$ cat config.mk
export PLATFORM = sky130hd
export DESIGN_NAME = keypad_scan
export DESIGN_NICKNAME = d
export VERILOG_FILES = /design/src/rtl/keypad_scan.sv
export SDC_FILE = /design/constraint.sdc
export NUM_CORES = 1
export LEC_CHECK = 0
export CAP_MARGIN = 40
export CORE_AREA = 2 2 52 91
export CTS_CLUSTER_SIZE = 24
export DETAILED_ROUTE_END_ITERATION = 10
export DIE_AREA = 0 0 54 93
export PLACE_DENSITY = 0.87
export SYNTH_ARGS = -nofsm -noshare
export SYNTH_HDL_FRONTEND = slang
export SYNTH_SLANG_ARGS = --single-unit
$ cat constraint.sdc
create_clock -name clk -period 7.2 [get_ports clk]
set_clock_uncertainty 0.2 [all_clocks]
set_input_delay 1.44 -clock clk [delete_from_list [all_inputs] [get_ports clk]]
set_output_delay 1.44 -clock clk [all_outputs]
set_load 0.02 [all_outputs]
$ cat src/rtl/keypad_scan.sv
// keypad_scan: 4x4 active-low keypad scanner with frame-based debounce and press pulse
module keypad_scan #(
  parameter int SCAN_DIV        = 25000,
  parameter int DEBOUNCE_FRAMES = 4
) (
  input  logic       clk,
  input  logic       rst,
  input  logic [3:0] key_row,
  output logic [3:0] key_col,
  output logic [4:0] key,
  output logic [4:0] key_pulse
);
  localparam int CW = $clog2(SCAN_DIV);
  localparam int SW = $clog2(DEBOUNCE_FRAMES + 1);
  localparam logic [CW-1:0] LAST = CW'(SCAN_DIV - 1);
  localparam logic [SW-1:0] FULL = SW'(DEBOUNCE_FRAMES);
  // Nibble (row*4 + col) holds the key code for that switch position.
  localparam logic [63:0] CODES = 64'hDF0E_C987_B654_A321;
  logic [CW-1:0] cnt_q, cnt_d;
  logic [1:0]    col_q, col_d;
  logic [3:0]    sync1_q, sync2_q;
  logic [4:0]    frame_q, frame_d, cand_q, cand_d, key_q, key_d, pulse_q, pulse_d;
  logic [SW-1:0] stab_q, stab_d;
  logic          last, frame_end, hit;
  logic [1:0]    row;
  logic [4:0]    raw;
  // Scan timing, first-hit frame capture, debounce and pulse generation.
  always_comb begin
    last      = cnt_q == LAST;
    frame_end = last && col_q == 2'd3;
    cnt_d     = last ? '0 : cnt_q + 1'b1;
    col_d     = col_q + {1'b0, last};
    hit       = ~&sync2_q;
    row       = !sync2_q[0] ? 2'd0 : !sync2_q[1] ? 2'd1 : !sync2_q[2] ? 2'd2 : 2'd3;
    raw       = frame_q[4] ? frame_q : hit ? {1'b1, CODES[{row, col_q, 2'b00} +: 4]} : 5'h00;
    frame_d   = frame_end ? 5'h00 : last ? raw : frame_q;
    cand_d    = frame_end ? raw : cand_q;
    stab_d    = !frame_end ? stab_q : raw != cand_q ? SW'(1) : stab_q == FULL ? FULL : stab_q + 1'b1;
    key_d     = (frame_end && stab_d == FULL && cand_d != key_q) ? cand_d : key_q;
    pulse_d   = (key_d != key_q && key_d[4]) ? key_d : 5'h00;
    key_col   = ~(4'b0001 << col_q);
  end
  // State registers; rows pass through a two-flop synchroniser idling high.
  always_ff @(posedge clk or posedge rst) begin
    if (rst) begin
      cnt_q   <= '0;
      col_q   <= 2'd0;
      sync1_q <= 4'hF;
      sync2_q <= 4'hF;
      frame_q <= 5'h00;
      cand_q  <= 5'h00;
      stab_q  <= '0;
      key_q   <= 5'h00;
      pulse_q <= 5'h00;
    end else begin
      cnt_q   <= cnt_d;
      col_q   <= col_d;
      sync1_q <= key_row;
      sync2_q <= sync1_q;
      frame_q <= frame_d;
      cand_q  <= cand_d;
      stab_q  <= stab_d;
      key_q   <= key_d;
      pulse_q <= pulse_d;
    end
  end
  assign key       = key_q;
  assign key_pulse = pulse_q;
endmodule

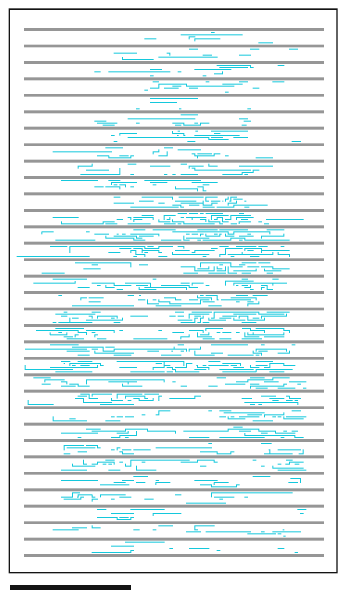
*M1 wires, run 1*
Scale bar: 20 µm. Supply wires on this layer in gray.
wire length on this layer: 1,830 µm
share of all routed wire: 37%
longest straight run: 13.3 µm
nets with wire on the layer: 256
total number of vias: 1,870
WL final: 4910 µm
met1 usage: 25.5%

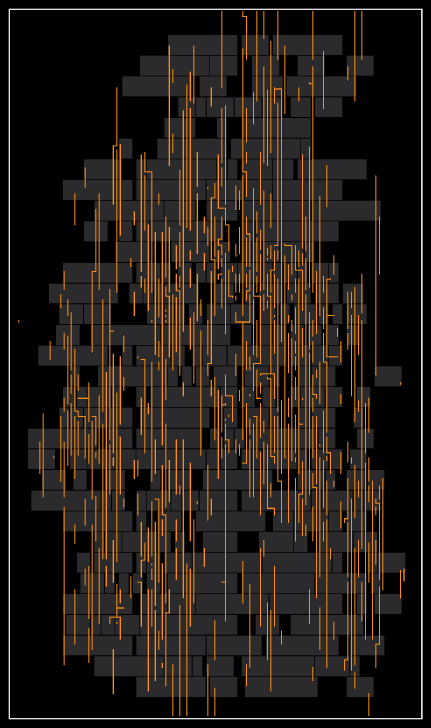
*Met2 routing, run 1*
Cells faint in the background.
wire length on this layer: 2,710 µm
main direction: vertical
longest straight run: 33.1 µm
nets with wire on the layer: 244
GRT met2 Usage: 37.9%

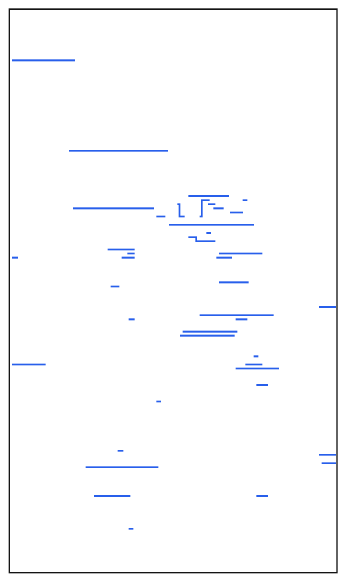
*Met3 routing, run 1*
main direction: horizontal
wire length on this layer: 175 µm
nets with wire on the layer: 28
GR Layer Usage met3: 3.83%

==> results.py, run 1 <==
# Physical implementation metrics
metrics = {
    "outcome": {
        "status": "finished, final reports clean",
    },
    "final_timing": {
        "fin_tns_setup_ps": 0,
        "setup_ws_ps": 3670,
    },
    "floorplan": {
        "core_area_mm2": 0.00432,
        "dieArea_mm2": 0.00502,
        "die_y_um": 93,
        "taps": 51,
        "die_w_um": 54,
    },
    "layout": {
        "inv_count": 22,
        "fin_nets": 283,
        "lay_top_cells": "40 x dfrtp_1, 23 x nor2_1, 21 x inv_1, 20 x nand2_1, 19 x clkdlybuf4s50_1",
        "drive_gt1_share_pct": 11.6,
        "postLayoutCoreUtil_pct": 66.1,
        "multiInputCombCellCount": 169,
        "synthToLayoutAreaGrowth_pct": 13.9,
        "buffers_excl_clock": 20,
        "fin_area_mm2": 0.00286,
    },
    "pwr": {
        "pg_clk_mw": 0.195,
        "switching_share_pct": 21.4,
        "power_density_mw_per_mm2": 172,
        "pwr-share-clk_pct": 39.7,
    },
    "routing": {
        "wl_per_cell_um": 15.4,
        "wl_met3_um": 175,
        "wl_met2_um": 2710,
        "dr.pass1.iters": 5,
    },
    "worst_setup_path": {
        "path_depth": 3,
        "start_kind": "register",
        "r2r_cells": 9,
        "cp-startpoint": "col_q[0]$_DFF_PP0_",
        "crit_family": "buffers and inverters",
        "r2r_setup_slack_ps": 3840,
        "reg2reg_from": "col_q[0]$_DFF_PP0_",
    },
    "placement": {
        "numPortBuffers": 19,
        "dp_cells": 310,
    },
    "logic_synthesis": {
        "simple_gate_area_share_pct": 18.4,
        "synthArstFlopShare_pct": 100,
        "synth_nets": 263,
        "synth.avg_cell_area_um2": 10.2,
        "synth_cell_type_count": 51,
        "synth.comb.largest_family": "simple AND/OR/NAND/NOR gates",
        "flop_cell": "dfrtp_1",
    },
    "clocking": {
        "cts.sinks": 48,
        "hold_buffers": 0,
    },
    "min_path": {
        "hp-start": "sync1_q[2]$_DFF_PP1_",
    },
    "grt": {
        "grt_max_degree": 30,
    },
}
### Congestion heat map, run 1

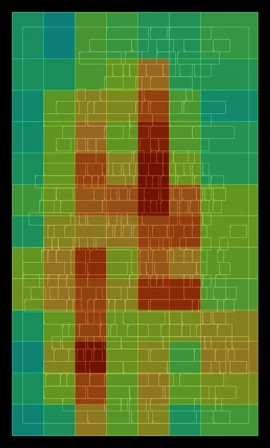

==> run 2, diff against run 1 <==
- CORE_AREA: 2 2 52 91 -> 2 2 53 93
- DIE_AREA: 0 0 54 93 -> 0 0 55 95
- PLACE_DENSITY: 0.87 -> 0.84
- clock period: 7.2 -> 3.4 ns (I/O delays scaled with it)
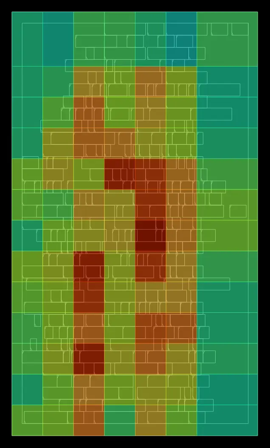
*Congestion heat map, run 2*
GRT Overall Usage: 22.9%
met1 usage: 26.4%
grt peak-use layer: met2

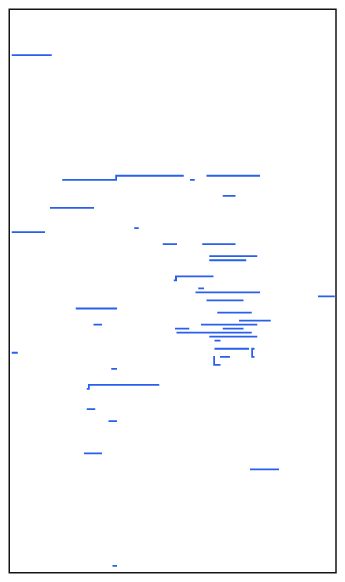
*Met3 routing, run 2*
nets with wire on the layer: 28
longest straight run: 12.4 µm
wire length on this layer: 188 µm
share of all routed wire: 3.7%
main direction: horizontal
total number of vias: 1,890
GR Layer Usage met3: 3.96%
WL final: 5130 µm

==> results.py, run 2 <==
# Physical implementation metrics
metrics = {
    "outcome": {
        "status": "finished, final reports clean",
    },
    "layout": {
        "drive_gt1_share_pct": 12.5,
        "fin_nets": 287,
        "inv_count": 22,
        "buffers_excl_clock": 24,
        "synthToLayoutAreaGrowth_pct": 14.9,
        "postLayoutCoreUtil_pct": 63.4,
        "lay_top_cells": "40 x dfrtp_1, 23 x nor2_1, 21 x inv_1, 20 x nand2_1, 19 x clkdlybuf4s50_1",
        "multiInputCombCellCount": 169,
    },
    "floorplan": {
        "core_area_mm2": 0.00454,
        "die_w_um": 55,
        "taps": 52,
        "die_y_um": 95,
        "dieArea_mm2": 0.00523,
    },
    "grt": {
        "grt_max_degree": 38,
        "grt_use_met2_pct": 40.5,
    },
    "final_timing": {
        "fin_tns_setup_ps": 0,
        "setup_ws_ps": 158,
    },
    "min_path": {
        "hp-start": "sync1_q[3]$_DFF_PP1_",
    },
    "clocking": {
        "cts.sinks": 48,
        "hold_buffers": 0,
        "ctsResizeCount": 0,
    },
    "logic_synthesis": {
        "simple_gate_area_share_pct": 18.4,
        "flop_cell": "dfrtp_1",
        "synthArstFlopShare_pct": 100,
        "aoi_share_pct": 13.0,
        "synth.avg_cell_area_um2": 10.2,
        "synth_cell_type_count": 51,
        "synth_nets": 263,
    },
    "routing": {
        "dr.pass1.iters": 4,
        "wl_met2_um": 2870,
        "wl_met3_um": 187,
    },
    "pwr": {
        "pg_clk_mw": 0.404,
        "pwr-share-clk_pct": 39.1,
        "switching_share_pct": 21.1,
        "power_density_mw_per_mm2": 358,
    },
    "worst_setup_path": {
        "r2r_cells": 8,
        "path_depth": 8,
        "cp-startpoint": "col_q[1]$_DFF_PP0_",
        "r2r_setup_slack_ps": 160,
        "crit_family": "AND-OR/OR-AND gates",
    },
    "placement": {
        "numPortBuffers": 19,
    },
}
### Met2 routing, run 2

Cells faint in the background.
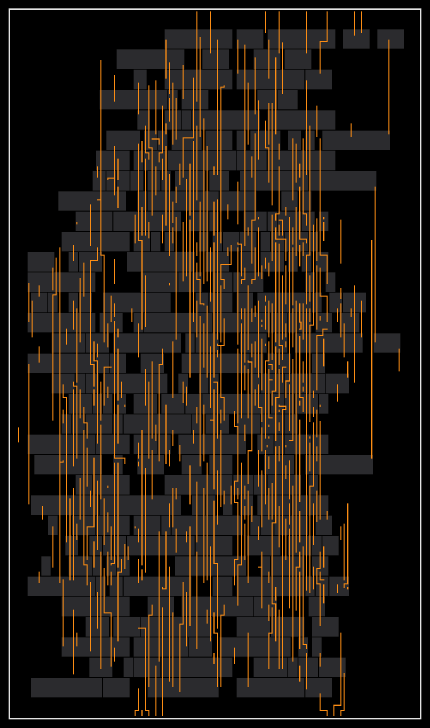

==> run 3, diff against run 2 <==
- PLACE_DENSITY: 0.84 -> default
- PLACE_DENSITY_LB_ADDON: default -> 0.25
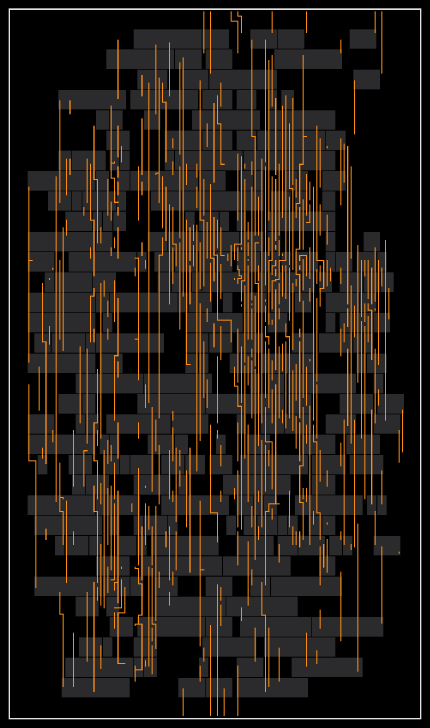
*Met2 routing, run 3*
Cells faint in the background.
main direction: vertical
share of all routed wire: 55%
wire length on this layer: 2,850 µm
GRT met2 Usage: 39.2%
WL final: 5160 µm
total number of vias: 1,877

==> results.py, run 3 <==
# Physical implementation metrics
metrics = {
    "outcome": {
        "status": "finished, final reports clean",
    },
    "placement": {
        "numPortBuffers": 19,
    },
    "grt": {
        "top_usage_layer": "met2",
    },
    "logic_synthesis": {
        "synth_cell_type_count": 51,
        "flop_cell": "dfrtp_1",
        "synth_nets": 263,
        "aoi_share_pct": 13.0,
        "simple_gate_area_share_pct": 18.4,
        "synth.avg_cell_area_um2": 10.2,
    },
    "layout": {
        "synthToLayoutAreaGrowth_pct": 15.2,
        "inv_count": 22,
        "buffers_excl_clock": 24,
        "largest_class": "sequential cells",
        "fin_nets": 287,
        "multiInputCombCellCount": 169,
        "lay_top_cells": "40 x dfrtp_1, 23 x nor2_1, 21 x inv_1, 20 x nand2_1, 19 x clkdlybuf4s50_1",
        "drive_gt1_share_pct": 12.9,
        "finalNonFillerCells": 323,
    },
    "worst_setup_path": {
        "crit_family": "AND-OR/OR-AND gates",
        "cp-startpoint": "col_q[0]$_DFF_PP0_",
        "crit_arrival_ps": 3250,
        "path_depth": 9,
        "r2r_setup_slack_ps": 150,
    },
    "min_path": {
        "hp-start": "sync1_q[3]$_DFF_PP1_",
    },
    "final_timing": {
        "fin_tns_setup_ps": 0,
        "finalClockPeriodUsage_pct": 95.5,
    },
    "routing": {
        "wl_met3_um": 165,
        "met1Wirelength_um": 1920,
        "wl_met2_um": 2850,
        "dr.pass1.iters": 4,
        "antenna_left": 0,
    },
    "pwr": {
        "pg_clk_mw": 0.422,
        "power_density_mw_per_mm2": 364,
        "switching_share_pct": 22.1,
        "p_comb_mw": 0.0433,
    },
    "clocking": {
        "cts.sinks": 48,
        "hold_buffers": 0,
        "ctsResizeCount": 0,
    },
    "floorplan": {
        "taps": 52,
        "die_w_um": 55,
        "dieArea_mm2": 0.00523,
        "core_area_mm2": 0.00454,
    },
}
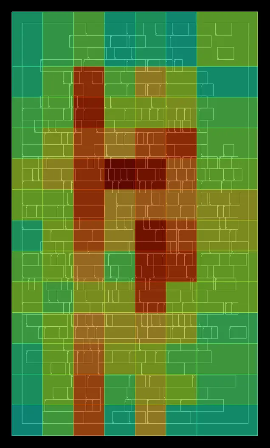
*Congestion heat map, run 3*
Core Util, Final: 63.6%
met1 usage: 25.5%
wire per inst: 16.0 µm
GRT Overall Usage: 23.2%
GR Layer Usage met3: 4.75%

Power figures rest on the tool's default switching activity, not on a simulated workload.
